**src/rtl/text_overlay_pkg.sv**
```systemverilog
// Shared constants for the text overlay renderer: glyph codes, font geometry
// and the fixed pipeline depth of the renderer.
package text_overlay_pkg;

  localparam logic [2:0] GLYPH_F     = 3'd0;
  localparam logic [2:0] GLYPH_Q     = 3'd1;
  localparam logic [2:0] GLYPH_H     = 3'd2;
  localparam logic [2:0] GLYPH_X     = 3'd3;
  localparam logic [2:0] GLYPH_U     = 3'd4;
  localparam logic [2:0] GLYPH_BLANK = 3'd5;

  localparam int GLYPH_ROWS = 16;
  localparam int GLYPH_COLS = 8;

  localparam logic [6:0] BLANK_ADDR = 7'h50;

  localparam int PIPE_LATENCY = 2;

  // Codes above the last defined glyph have no font entry, so they fold onto blank.
  function automatic logic [2:0] clampGlyph(input logic [2:0] code);
    return (code > GLYPH_BLANK) ? GLYPH_BLANK : code;
  endfunction

endpackage

```
**src/rtl/text_overlay_renderer_if.sv**
```systemverilog
// Write bus into the shadow text buffer. The host side drives it (master),
// the renderer consumes it (slave).
interface text_overlay_renderer_if #(
  parameter int IDX_W = 3
) ();

  logic             wrEn;
  logic [IDX_W-1:0] wrIdx;
  logic [2:0]       wrCode;

  modport master (output wrEn, output wrIdx, output wrCode);
  modport slave  (input  wrEn, input  wrIdx, input  wrCode);

endinterface

```
**src/rtl/text_overlay_renderer_text_buffer.sv**
```systemverilog
// Double-buffered glyph store. Host writes land in the shadow copy; the shadow
// is copied to the display copy on the leading edge of vertical sync so the
// visible string never changes mid-frame.
module text_buffer
  import text_overlay_pkg::*;
#(
  parameter int NUM_CHARS       = 8,
  parameter int IDX_W           = 3,
  parameter int SYNC_ACTIVE_LOW = 1
) (
  input  logic                    clk,
  input  logic                    resetN,
  text_overlay_renderer_if.slave  wr,
  input  logic                    vSyncIn,
  input  logic [IDX_W-1:0]        readSlot,
  output logic [2:0]              readCode,
  output logic                    commitPulse
);

  localparam logic SYNC_IDLE = (SYNC_ACTIVE_LOW != 0) ? 1'b1 : 1'b0;

  logic [2:0] shadow  [NUM_CHARS];
  logic [2:0] display [NUM_CHARS];
  logic       vSyncPrev;
  logic       wrHit;
  logic       commit;
  logic [2:0] wrCodeClamped;

  assign wrCodeClamped = clampGlyph(wr.wrCode);
  assign wrHit         = wr.wrEn && (int'(wr.wrIdx) < NUM_CHARS);
  assign commit        = (vSyncIn != SYNC_IDLE) && (vSyncPrev == SYNC_IDLE);

  // Shadow writes, vsync history and the commit copy; a write landing on the
  // commit edge is forwarded straight into the display copy as well.
  always_ff @(posedge clk) begin
    if (!resetN) begin
      for (int i = 0; i < NUM_CHARS; i++) begin
        shadow[i]  <= GLYPH_BLANK;
        display[i] <= GLYPH_BLANK;
      end
      vSyncPrev   <= SYNC_IDLE;
      commitPulse <= 1'b0;
    end else begin
      vSyncPrev   <= vSyncIn;
      commitPulse <= commit;
      for (int i = 0; i < NUM_CHARS; i++) begin
        if (wrHit && (wr.wrIdx == IDX_W'(i))) begin
          shadow[i] <= wrCodeClamped;
        end
        if (commit) begin
          display[i] <= (wrHit && (wr.wrIdx == IDX_W'(i))) ? wrCodeClamped : shadow[i];
        end
      end
    end
  end

  // Display lookup for the renderer; slots past the string read as blank.
  always_comb begin
    readCode = GLYPH_BLANK;
    if (int'(readSlot) < NUM_CHARS) begin
      readCode = display[readSlot];
    end
  end

endmodule

```
**src/rtl/text_overlay_renderer.sv**
```systemverilog
// Overlays a fixed-position, integer-scaled text string on the raster. Stage 1
// turns the raster position into a character ROM address; stage 2 picks the
// font column out of the ROM row. Syncs and videoOn ride along so everything
// leaves with the same two-cycle lag.
module text_overlay_renderer
  import text_overlay_pkg::*;
#(
  parameter int NUM_CHARS       = 8,
  parameter int IDX_W           = 3,
  parameter int COORD_W         = 10,
  parameter int ORIGIN_X        = 256,
  parameter int ORIGIN_Y        = 224,
  parameter int SCALE_LOG2      = 1,
  parameter int SYNC_ACTIVE_LOW = 1
) (
  input  logic                   clk,
  input  logic                   resetN,
  input  logic [COORD_W-1:0]     pixelX,
  input  logic [COORD_W-1:0]     pixelY,
  input  logic                   videoOn,
  input  logic                   hSyncIn,
  input  logic                   vSyncIn,
  text_overlay_renderer_if.slave wr,
  output logic [6:0]             romAddress,
  input  logic [7:0]             romPxInRow,
  output logic                   pixelOn,
  output logic                   videoOnOut,
  output logic                   hSyncOut,
  output logic                   vSyncOut,
  output logic                   commitPulse
);

  localparam logic SYNC_IDLE = (SYNC_ACTIVE_LOW != 0) ? 1'b1 : 1'b0;
  localparam int   X_END     = ORIGIN_X + NUM_CHARS * (GLYPH_COLS << SCALE_LOG2);
  localparam int   Y_END     = ORIGIN_Y + (GLYPH_ROWS << SCALE_LOG2);

  logic [COORD_W-1:0] dx;
  logic [COORD_W-1:0] dy;
  logic [IDX_W-1:0]   slot;
  logic [2:0]         col;
  logic [3:0]         row;
  logic               inRegion;
  logic [2:0]         glyphCode;

  logic [2:0]         colD;
  logic               inRegionD;
  logic               videoOnD;
  logic               hSyncD;
  logic               vSyncD;

  assign dx   = pixelX - COORD_W'(ORIGIN_X);
  assign dy   = pixelY - COORD_W'(ORIGIN_Y);
  assign slot = IDX_W'(dx >> (3 + SCALE_LOG2));
  assign col  = 3'(dx >> SCALE_LOG2);
  assign row  = 4'(dy >> SCALE_LOG2);

  assign inRegion = (int'(pixelX) >= ORIGIN_X) && (int'(pixelX) < X_END) &&
                    (int'(pixelY) >= ORIGIN_Y) && (int'(pixelY) < Y_END);

  text_buffer #(
    .NUM_CHARS       (NUM_CHARS),
    .IDX_W           (IDX_W),
    .SYNC_ACTIVE_LOW (SYNC_ACTIVE_LOW)
  ) textBuffer (
    .clk         (clk),
    .resetN      (resetN),
    .wr          (wr),
    .vSyncIn     (vSyncIn),
    .readSlot    (slot),
    .readCode    (glyphCode),
    .commitPulse (commitPulse)
  );

  // Stage 1: register the ROM address (parked on the blank glyph outside the
  // text box) and carry column, region and timing signals forward.
  always_ff @(posedge clk) begin
    if (!resetN) begin
      romAddress <= BLANK_ADDR;
      colD       <= 3'd0;
      inRegionD  <= 1'b0;
      videoOnD   <= 1'b0;
      hSyncD     <= SYNC_IDLE;
      vSyncD     <= SYNC_IDLE;
    end else begin
      romAddress <= inRegion ? {glyphCode, row} : BLANK_ADDR;
      colD       <= col;
      inRegionD  <= inRegion;
      videoOnD   <= videoOn;
      hSyncD     <= hSyncIn;
      vSyncD     <= vSyncIn;
    end
  end

  // Stage 2: select the font column from the ROM row and emit it with the
  // second delay of the timing signals.
  always_ff @(posedge clk) begin
    if (!resetN) begin
      pixelOn    <= 1'b0;
      videoOnOut <= 1'b0;
      hSyncOut   <= SYNC_IDLE;
      vSyncOut   <= SYNC_IDLE;
    end else begin
      pixelOn    <= inRegionD & videoOnD & romPxInRow[colD];
      videoOnOut <= videoOnD;
      hSyncOut   <= hSyncD;
      vSyncOut   <= vSyncD;
    end
  end

endmodule

```
**src/flat_wrapper.sv**
```systemverilog
// flat-port wrapper written by rule: the top's interface ports become plain ports
module text_overlay_renderer_flat import text_overlay_pkg::*;
#(
  parameter int NUM_CHARS       = 8,
  parameter int IDX_W           = 3,
  parameter int COORD_W         = 10,
  parameter int ORIGIN_X        = 256,
  parameter int ORIGIN_Y        = 224,
  parameter int SCALE_LOG2      = 1,
  parameter int SYNC_ACTIVE_LOW = 1
)
  (clk, resetN, pixelX, pixelY, videoOn, hSyncIn, vSyncIn, romAddress, romPxInRow, pixelOn, videoOnOut, hSyncOut, vSyncOut, commitPulse, wr_wrEn, wr_wrIdx, wr_wrCode);
  text_overlay_renderer_if #(.IDX_W(IDX_W)) wr_i ();
  input  logic clk;
  input  logic resetN;
  input  logic [COORD_W-1:0] pixelX;
  input  logic [COORD_W-1:0] pixelY;
  input  logic videoOn;
  input  logic hSyncIn;
  input  logic vSyncIn;
  output logic [6:0] romAddress;
  input  logic [7:0] romPxInRow;
  output logic pixelOn;
  output logic videoOnOut;
  output logic hSyncOut;
  output logic vSyncOut;
  output logic commitPulse;
  input wire logic [$bits(wr_i.wrEn)-1:0] wr_wrEn;
  input wire logic [$bits(wr_i.wrIdx)-1:0] wr_wrIdx;
  input wire logic [$bits(wr_i.wrCode)-1:0] wr_wrCode;
  assign wr_i.wrEn = wr_wrEn;
  assign wr_i.wrIdx = wr_wrIdx;
  assign wr_i.wrCode = wr_wrCode;
  text_overlay_renderer #(.NUM_CHARS(NUM_CHARS), .IDX_W(IDX_W), .COORD_W(COORD_W), .ORIGIN_X(ORIGIN_X), .ORIGIN_Y(ORIGIN_Y), .SCALE_LOG2(SCALE_LOG2), .SYNC_ACTIVE_LOW(SYNC_ACTIVE_LOW)) u_core (.clk(clk), .resetN(resetN), .pixelX(pixelX), .pixelY(pixelY), .videoOn(videoOn), .hSyncIn(hSyncIn), .vSyncIn(vSyncIn), .wr(wr_i), .romAddress(romAddress), .romPxInRow(romPxInRow), .pixelOn(pixelOn), .videoOnOut(videoOnOut), .hSyncOut(hSyncOut), .vSyncOut(vSyncOut), .commitPulse(commitPulse));
endmodule
```
**config.mk**
```make
export PLATFORM = sky130hd
export DESIGN_NAME = text_overlay_renderer_flat
export DESIGN_NICKNAME = d
export VERILOG_FILES = /design/src/rtl/text_overlay_pkg.sv /design/src/rtl/text_overlay_renderer_if.sv /design/src/rtl/text_overlay_renderer_text_buffer.sv /design/src/rtl/text_overlay_renderer.sv /design/src/flat_wrapper.sv
export SDC_FILE = /design/constraint.sdc
export NUM_CORES = 1
export LEC_CHECK = 0
export CORE_MARGIN = 2
export CORE_UTILIZATION = 31
export DETAILED_ROUTE_END_ITERATION = 7
export PLACE_DENSITY_LB_ADDON = 0.3
export SLEW_MARGIN = 0
export SYNTH_ARGS = -nofsm -noshare
export SYNTH_HDL_FRONTEND = slang
export SYNTH_HIERARCHICAL = 1
export SYNTH_SLANG_ARGS = --single-unit
export TNS_END_PERCENT = 100
```
**constraint.sdc**
```tcl
create_clock -name clk -period 4.6 [get_ports clk]
set_clock_uncertainty 0.15 [all_clocks]
set_input_delay 0.92 -clock clk [delete_from_list [all_inputs] [get_ports clk]]
set_output_delay 0.92 -clock clk [all_outputs]
set_load 0.05 [all_outputs]
```
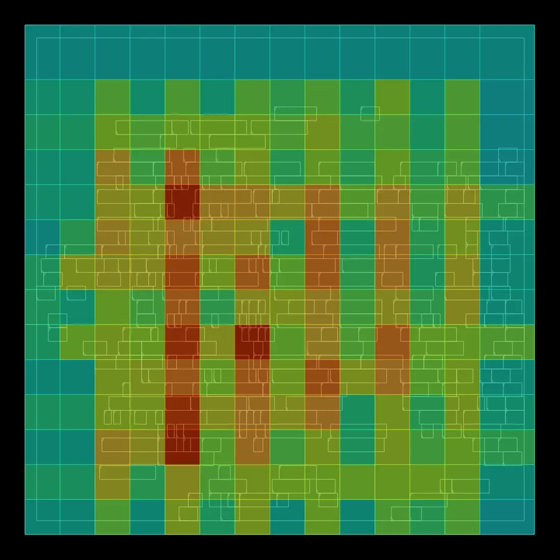
**Above:** routing congestion map.
GRT Overall Usage: 11.9%
Post-Route Utilization: 40.3%

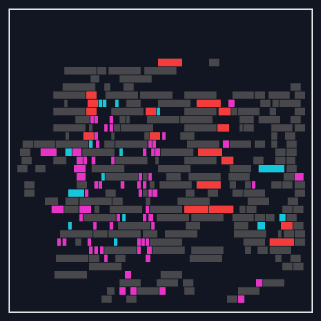
**Above:** gate-type map.
Drawn at 3 px/micron.
Key: NOR gates = cyan [cells 15, most used nor2_1]; NAND gates = magenta [cells 65, most used nand2_1]; multiplexers = red [cells 17, most used mux4_2]
most frequently placed logic cell in the final layout: sky130_fd_sc_hd__clkdlybuf4s50_1
fraction of area in multi-input gates: 26.4%
final non-filler cell total: 383

==> impl_metrics.csv <==
group,metric,value,unit
run_status,status,"finished, final reports clean",
floorplanning,fp.dieArea,0.0101,sq mm
power_and_ir_drop,combinational_cell_power_consumption,0.000127,W
timing,shortest_period_the_worst_path_allows,2.74,ns
routing,firstDrtPassIters,4,
logic_synthesis,synth_nets,256,
floorplanning,io_pins,52,
logic_synthesis,topCellsByArea,"sky130_fd_sc_hd__edfxtp_1 50%, sky130_fd_sc_hd__dfxtp_1 14%, sky130_fd_sc_hd__nand2_1 5.7%",
timing,worst_pin_slew,0.983,ns
floorplanning,fp-utilization,31.5,%
logic_synthesis,synthesis.area_per_instance,13.4,sq um
clock_network,clk-insertion-delay-late,0.34,ns
routing,wl_per_cell,14.4,microns
worst_setup_path,crit_cells,5,
worst_setup_path,r2r_cells,2,
grt,initial_antenna_violation_count,0,
logic_synthesis,asyncSetResetFlopFracSynth,0,%
grt,first_global_vias,1817,
timing,min_period_over_period,59.6,%
logic_synthesis,top_cell_area_share,50.0,%
power_and_ir_drop,power.switching_fraction,20.9,%
job,max_cap_violations,0,
worst_setup_path,cp_slowest_cell,"sky130_fd_sc_hd__clkdlybuf4s50_1",
routing,detail_route.iter0.violations,64,
clock_network,cts_tree,"yes",
power_and_ir_drop,worst_ir_drop_vdd,0.000150,V
logic_synthesis,netlist.top_cell.by_area,"sky130_fd_sc_hd__edfxtp_1",
power_and_ir_drop,power_density,364,mW/mm^2
cells_and_area,antenna_cells_inserted,0,
power_and_ir_drop,total_clock_network_power,0.000512,W
logic_synthesis,synth_stat.cells,216,
clock_network,ctsResizeCount,0,
logic_synthesis,syn-instance-count,216,
clock_network,clkTransAtPathRegs,0.07,ns
logic_synthesis,synth-warning-count,6,
routing,wirelength,5.51,mm
logic_synthesis,common_cells,"48 x sky130_fd_sc_hd__edfxtp_1, 44 x sky130_fd_sc_hd__nand2_1, 20 x sky130_fd_sc_hd__dfxtp_1",
power_and_ir_drop,power.switching,0.000280,W
placed_design,place_inst,367,
placed_design,detailedPlacementHpwl,3.94,mm
power_and_ir_drop,p_int,0.00106,W
grt,grt_start_max_net_pins,25,
worst_setup_path,endpoint,"u_core/textBuffer/display[1][0]",
power_and_ir_drop,report.power.total,0.00134,W
worst_setup_path,timing.critical_path.fanout_max,11,
grt,grt_first_pass_wirelength,9.05,mm
timing,finalSetupViolations,0,
floorplanning,fp.coreArea,0.00915,sq mm
worst_setup_path,critPathRequiredTime,4.53,ns
timing,setup_repair_after_global_routing_missed_its_margin,"no",
clock_network,clock_root_buffer,"sky130_fd_sc_hd__clkbuf_8",
worst_setup_path,timing.critical_path.cells,"clkdlybuf4s50_1 > inv_2 > a211oi_4 > inv_4 > a221o_1",
logic_synthesis,yosys.cell_count.top_type,"sky130_fd_sc_hd__edfxtp_1",
timing,timing_hold_violations_final,0,
logic_synthesis,yosys.stat.chipArea,0.00289,sq mm
power_and_ir_drop,power.leakage,1.32,nW
routing,number_of_remaining_drc_errors,0,
routing,via_count,1826,
power_and_ir_drop,power_frac_comb,9.4,%
placed_design,count_of_buffers_from_port_buffering,49,
timing,setup_tns,0,ns
clock_network,cts_setup_buffers,0,
min_path,worst_hold_path.num_cells,1,
worst_setup_path,critPathCaptureType,"flip-flop",
power_and_ir_drop,maxPowerGroup,"sequential cells",
clock_network,htree_num_levels,3,
## worst register-to-register path, stage by stage, from the launching register on
cell and delay (ns):
sky130_fd_sc_hd__dfxtp_1 0.30, sky130_fd_sc_hd__nand2b_1 0.26, sky130_fd_sc_hd__nand2_1 0.66
## logic make-up after synthesis
logic type      after synthesis  share of synthesized area (%)
simple gates                 99                           19.7
mux                          17                           9.11
flops                        68                           63.8
buf+inv                      16                           2.43
compound gates               16                           4.90
## per-stage QoR
step	hold WS, ns	utilization [%]	setup WS (ns)	cell area [sq um]
6_report	0.257	40.3	1.86	3690
5_1_grt	0.302	40.3	1.75	3690
4_1_cts	0.259	40.3	1.89	3690
3_5_place_dp	0.243	38.0	1.53	3480
3_3_place_gp	0.238	38.0	1.53	3480
2_1_floorplan	0.236	-	2.33	2890
## final cells by class
| class | count | area (sq um) |
|---|---|---|
| Timing Repair Buffer | 50 | 498 |
| Multi-Input combinational cell | 132 | 973 |
| Clock buffer | 11 | 131 |
| Sequential cell | 68 | 1840 |
| Clock inverter | 5 | 77.6 |
| Tap cell | 111 | 139 |
| Inverter | 6 | 25.0 |
| Fill cell | 876 | 5470 |
## cells in the final DEF (no fill, tap or decap), drive strengths merged, types with 4 or more instances in the layout
master	instances
mux4	7
inv	6
and2	10
edfxtp	48
a221o	6
nor2	10
nand2	44
a21oi	5
nand3	5
clkdlybuf4s50	49
clkbuf	11
mux2i	6
mux2	4
dfxtp	20
nand4b	4
nand2b	8
## layer usage
layer	share of wire, %	vias up	track usage [%]
li1	-	897	-
met1	48	853	15.3
met2	43	72	18.1
met3	7.3	4	4.72
met4	1.4	0	4.64
met5	0	-	0
## flip-flops by register name, indices dropped and copies added (netlist names), 3 cells and up
register	count
u_core/colD	3
u_core/textBuffer/shadow	24
u_core/textBuffer/display	24
u_core/romAddress	7
